## src/rtl/hydration_pkg.sv

```systemverilog
// Shared types and helpers for the hydration reminder.
package hydration_pkg;

  typedef enum logic [1:0] {
    IDLE     = 2'd0,
    ALERT    = 2'd1,
    SNOOZE   = 2'd2,
    ESCALATE = 2'd3
  } state_t;

  localparam int MAX_HOUR = 23;

  // Converts the RTC's BCD hour digits to binary; returns {valid, hour[4:0]}.
  // Any hour that is not a legal 00..23 clears the valid bit.
  function automatic logic [5:0] bcd_hour_to_bin(input logic [3:0] msd,
                                                 input logic [3:0] lsd);
    logic [7:0] bin;
    logic       valid;
    bin   = 8'(msd) * 8'd10 + 8'(lsd);
    valid = (msd <= 4'd2) && (lsd <= 4'd9) && (bin <= 8'(MAX_HOUR));
    return {valid, bin[4:0]};
  endfunction

endpackage

```

## src/rtl/hydration_sched_cmp.sv

```systemverilog
// Decides whether the remaining water is behind the daily drinking schedule.
module hydration_sched_cmp
  import hydration_pkg::*;
#(
  parameter int LEVEL_W         = 4,
  parameter int END_HOUR        = 23,
  parameter int HOURS_PER_LEVEL = 1
) (
  input  logic [LEVEL_W-1:0] water_level,
  input  logic [3:0]         hMSD,
  input  logic [3:0]         hLSD,
  output logic               due
);

  // Wide enough that hour + level*HOURS_PER_LEVEL never wraps.
  localparam int SUM_W = (LEVEL_W + 8 > 10) ? LEVEL_W + 8 : 10;

  logic [5:0]       dec;
  logic [SUM_W-1:0] sum;

  // Due when the hours still needed for the remaining levels reach past END_HOUR.
  always_comb begin
    dec = bcd_hour_to_bin(hMSD, hLSD);
    sum = SUM_W'(dec[4:0]) + SUM_W'(water_level) * SUM_W'(HOURS_PER_LEVEL);
    due = dec[5] && (water_level != '0) && (sum >= SUM_W'(END_HOUR));
  end

endmodule

```

## src/rtl/hydration_reminder_fsm.sv

```systemverilog
// Alert / snooze / escalate reminder driven by the drinking schedule.
module hydration_reminder_fsm
  import hydration_pkg::*;
#(
  parameter int LEVEL_W         = 4,
  parameter int END_HOUR        = 23,
  parameter int HOURS_PER_LEVEL = 1,
  parameter int SNOOZE_MIN      = 10,
  parameter int ESC_MIN         = 5,
  parameter int CNT_W           = 8
) (
  input  logic               clk,
  input  logic               reset,
  input  logic               tick_min,
  input  logic [LEVEL_W-1:0] water_level,
  input  logic [3:0]         hMSD,
  input  logic [3:0]         hLSD,
  input  logic               ack,
  output logic               remind,
  output logic               urgent,
  output logic               snoozed,
  output logic [CNT_W-1:0]   alert_count
);

  state_t             state, state_nx;
  logic [7:0]         esc_tmr, esc_nx;
  logic [7:0]         snz_tmr, snz_nx;
  logic               cnt_inc;
  logic [LEVEL_W-1:0] prev_level;
  logic               due;
  logic               drank;

  hydration_sched_cmp #(
    .LEVEL_W        (LEVEL_W),
    .END_HOUR       (END_HOUR),
    .HOURS_PER_LEVEL(HOURS_PER_LEVEL)
  ) u_sched (
    .water_level(water_level),
    .hMSD       (hMSD),
    .hLSD       (hLSD),
    .due        (due)
  );

  // A drop in level since the previous clock means the user drank; a refill does not count.
  assign drank = water_level < prev_level;

  // Next state and timer updates; priority is drank/!due, then ack, then tick_min.
  always_comb begin
    // NOTE: every output of this block gets a default first, otherwise paths that
    // do not assign it would infer a latch.
    state_nx = state;
    esc_nx   = esc_tmr;
    snz_nx   = snz_tmr;
    cnt_inc  = 1'b0;
    case (state)
      IDLE: begin
        if (due && !drank) begin
          state_nx = ALERT;
          esc_nx   = 8'(ESC_MIN);
          cnt_inc  = 1'b1;
        end
      end
      ALERT: begin
        if (drank || !due) begin
          state_nx = IDLE;
        end else if (ack) begin
          state_nx = SNOOZE;
          snz_nx   = 8'(SNOOZE_MIN);
        end else if (tick_min) begin
          esc_nx = esc_tmr - 8'd1;
          if (esc_tmr == 8'd1) state_nx = ESCALATE;
        end
      end
      ESCALATE: begin
        if (drank || !due) begin
          state_nx = IDLE;
        end else if (ack) begin
          state_nx = SNOOZE;
          snz_nx   = 8'(SNOOZE_MIN);
        end
      end
      SNOOZE: begin
        // ack is deliberately ignored here so a repeated press cannot extend the snooze.
        if (drank || !due) begin
          state_nx = IDLE;
        end else if (tick_min) begin
          snz_nx = snz_tmr - 8'd1;
          if (snz_tmr == 8'd1) begin
            state_nx = ALERT;
            esc_nx   = 8'(ESC_MIN);
            cnt_inc  = 1'b1;
          end
        end
      end
      default: state_nx = IDLE;
    endcase
  end

  // State, timers, level history, saturating counter and registered Moore outputs.
  always_ff @(posedge clk or posedge reset) begin
    // NOTE: sequential state uses non-blocking assignments so every register
    // samples the pre-edge values regardless of statement order.
    if (reset) begin
      state       <= IDLE;
      esc_tmr     <= '0;
      snz_tmr     <= '0;
      prev_level  <= '0;
      alert_count <= '0;
      remind      <= 1'b0;
      urgent      <= 1'b0;
      snoozed     <= 1'b0;
    end else begin
      state      <= state_nx;
      esc_tmr    <= esc_nx;
      snz_tmr    <= snz_nx;
      prev_level <= water_level;
      if (cnt_inc && (alert_count != '1)) alert_count <= alert_count + CNT_W'(1);
      remind  <= (state_nx == ALERT) || (state_nx == ESCALATE);
      urgent  <= (state_nx == ESCALATE);
      snoozed <= (state_nx == SNOOZE);
    end
  end

endmodule

```

## config.mk

```make
export PLATFORM = sky130hd
export DESIGN_NAME = hydration_reminder_fsm
export DESIGN_NICKNAME = d
export VERILOG_FILES = /design/src/rtl/hydration_pkg.sv /design/src/rtl/hydration_sched_cmp.sv /design/src/rtl/hydration_reminder_fsm.sv
export SDC_FILE = /design/constraint.sdc
export NUM_CORES = 1
export LEC_CHECK = 0
export ABC_AREA = 1
export CORE_ASPECT_RATIO = 0.75
export CORE_MARGIN = 3
export CORE_UTILIZATION = 35
export DETAILED_ROUTE_END_ITERATION = 10
export GPL_ROUTABILITY_DRIVEN = 1
export GPL_TIMING_DRIVEN = 0
export HOLD_SLACK_MARGIN = 0.08
export PLACE_DENSITY = 0.51
export SLEW_MARGIN = 30
export SYNTH_ARGS = -nofsm -noshare
export SYNTH_HDL_FRONTEND = slang
export SYNTH_SLANG_ARGS = --single-unit
```

## constraint.sdc

```tcl
create_clock -name clk -period 2.9 [get_ports clk]
set_input_delay 0.58 -clock clk [delete_from_list [all_inputs] [get_ports clk]]
set_output_delay 0.58 -clock clk [all_outputs]
set_load 0.01 [all_outputs]
```

**Placement view**

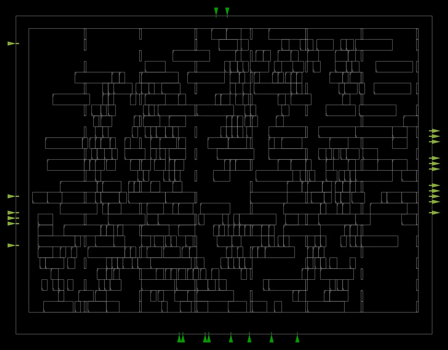
non-filler cells, final: 475
n_taps: 98
final core utilization: 0.467

**Sequential cells grouped by signal name**

Scale: 6 px per µm.
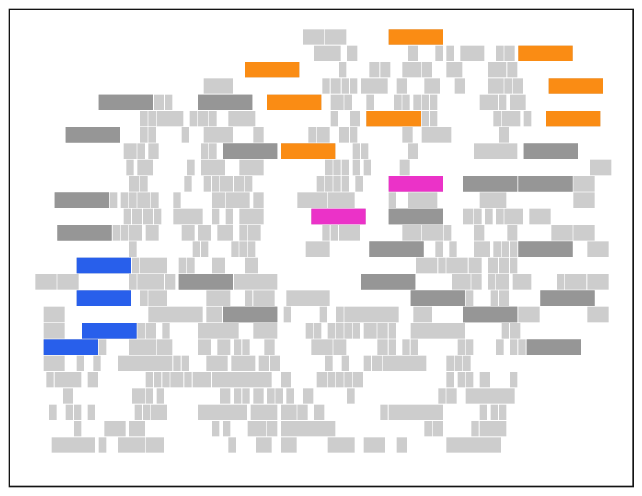
prev_level -> blue  # placed flops 4
snz_tmr -> orange  # placed flops 8
state -> magenta  # placed flops 2
not colored = 19
flop share of the area: 0.258
sequential power: 0.642 mW
Flop area: 826 µm²

**Port wiring**

Scale: 4 px per µm.
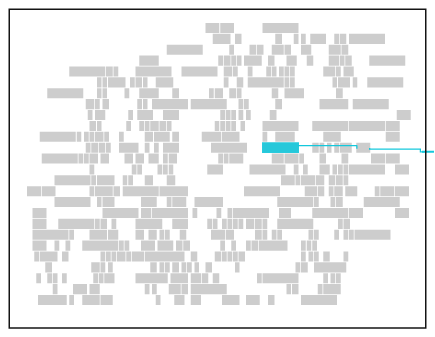
urgent -> cyan  # bits 1, direction output, edge east, end cells 1, buffers 1, wire 29.8 µm

==> impl_metrics.ini <==
; yosys + openroad results
[job]
cap_violations = 0
warnings = 28

[floorplanning]
die_h_um = 79.3
die_w_um = 104
io_pins = 27
chip_area_um2 = 8230
placeableCoreArea_um2 = 6860
fp_util = 0.365

[power_and_ir_drop]
p_comb_mw = 0.740
p_leak_nw = 1.61
p_clk_frac = 0.201
power.density_nw_per_um2 = 539
clock_power_mw = 0.347
totalPowerFinal_mw = 1.73
power_leader = combinational cells
ir_drop_uv = 255
seqPwrFrac = 0.371
p_sw_mw = 0.661
netSwitchingFraction = 0.382
comb_power_share = 0.428

[finish]
areaGrowthSynthToFinish_pct = 27.9
drive_gt1_frac = 0.188
clkbuf_count = 7
fillers = 686
buffers = 38
seq_cells = 33
nonClkBufAreaFrac = 0.105
layout_top_cell = nand2_1
comb_cells = 241
sh_comb_area = 0.504
n_antenna_cell = 0
mostFrequentLayoutCells = nand2_1, inv_1, nor2_1, dfrtp_1, nand3_1
combGateArea_um2 = 1620
final-clk-cell-share = 0.0269
layout.nets = 415
finalInstanceArea_um2 = 3210

[logic_synthesis]
syn_avg_cell_area_um2 = 7.48
ys_top_cells_by_count = nand2_1, inv_1, nor2_1
syn_nets = 373
yosys_cells = 335
yosysTopAreaCell = dfrtp_1
yosysUniqueCellTypes = 31
yosysSeqAreaShare = 0.329
synthMostInstantiatedCell = nand2_1
synth_top_area_share = 0.329
synthFlopType = dfrtp_1
postSynth.asyncResetShare = 1.00
yosysWarnings = 0
ys_seq_elements = 33
yosysChipArea_um2 = 2510

[global_routing]
grt_pass1_wl_um = 9920
grt_overflow = 0
grt_busiest_layer = met1
grt_pass1_vias = 2061
grt_antenna_before_repair = 0
grt_use_met3 = 0.0341
grt_max_degree = 34
use_met1 = 0.222

[cts]
cts.sinks = 33
cts_tree = built
cts_max_level = 2
cts_inserted_buffers = 5
worst_skew_pair.late_latency_ns = 0.28
cts_max_path_buffers = 2

[route]
wl_met2_um = 2250
ant_nets = 0
drcViolationCount = 0
avgRoutedWirePerCell_um = 11.7
dr_total_vias = 2171
met1_length_um = 3000
drt_first_pass_iters = 4
dr_wl_met3_um = 268

[timing]
min_period_ns = 2.75
fin_hold_ws_ns = 0.518
fin_tns_setup_ns = 0
setup_violations = 0
hold_viol_final = 0
layout_setup_ws_ns = 0.147
skew_ns = 0.00426
max_freq_mhz = 363

[setup_path]
worstRegToRegCells = 8
cpPeakStageDelay_ns = 0.48
cp_cell_sequence = buf_4, ha_4, ha_4, inv_2, fa_2, nor2_8, inv_2, nor2_1, nand3_1, nand2_2, nand2_4, inv_2, nand3_2, nor2_4, buf_4, nand3_1, xor2_1
path_common_cell = inv_2
cp-startpoint = hMSD[1]
arrival_ns = 2.92
crit_slowest_cell = fa_2
cp_num_buf_inv = 5
r2r-start = snz_tmr[5]$_DFFE_PP0P_
reg2reg_to = alert_count[6]$_DFFE_PP0P_
crit_path_end = alert_count[7]$_DFFE_PP0P_
crit_family = adder cells
start_kind = input pin
worstSetupEndpointType = register
required_ns = 3.07
path_depth = 17

[min_path]
hold_depth = 2
hold_end = alert_count[6]$_DFFE_PP0P_
hp-class = register to register
worstHoldStart = alert_count[6]$_DFFE_PP0P_

[outcome]
status = completed

[placed_design]
gp_congestion = 0.804
dp.final_hpwl_um = 4240
dpl_cell_area_um2 = 2890
post-place-ws_ns = -0.808
dp_cells = 459
**Wiring heat map**

Scale: 4 px per µm. The die is cut into 21 by 16 equal tiles; dark blue is low, red is high, scaled to the fullest tile. Values are wire area over tile area, all layers added.
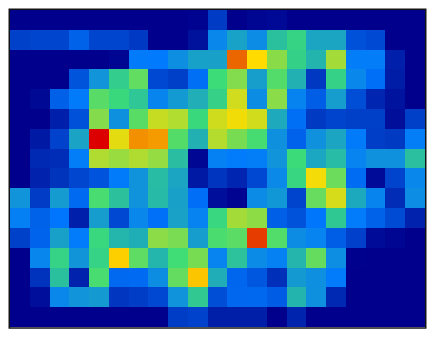
fullest tile = 0.42
densest ninth of the die = center
mean over tiles = 0.11

**Wiring by layer**

Scale: 4 px per µm. Two of the layers only.
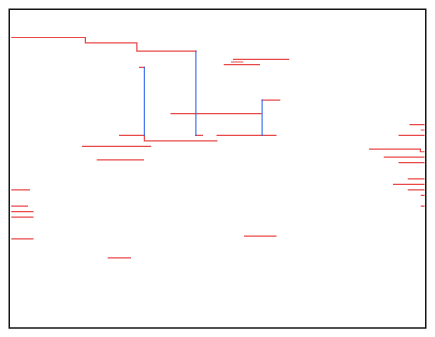
metal 4 -> blue  # wire length 46.9 µm
metal 3 -> red  # wire length 268 µm
Routed WL: 5560 µm
Tot GR Track Use: 0.148

-- repair_timing --
action	CTS	global route
hold endpoints to repair	0	0
endpoints found under the setup margin	29	27
gates cloned	2	0
pin swaps	17	13
setup buffers	5	2
resized	36	23
hold buffers	0	0
-- cells by family after synthesis --
logic type,Yosys count,share of synthesized area
buffers and inverters,61,0.0978
AOI/OAI and AO/OA,28,0.0624
xor gates and xnor gates,10,0.0349
and+or+nand+nor,181,0.357
DFF,33,0.329
adders and majority gates,22,0.119
-- worst min-delay path, stage by stage, from the launching register on --
cell and delay, ns:
dfrtp_1 0.36, o21ai_1 0.07, nand2_1 0.05
-- registers in the layout (all words and copies together) (netlist names) --
name,flops
alert_count,8
state,2
snoozed,1
esc_tmr,8
prev_level,4
remind,1
urgent,1
snz_tmr,8
Power is estimated from default activity; no workload was simulated.
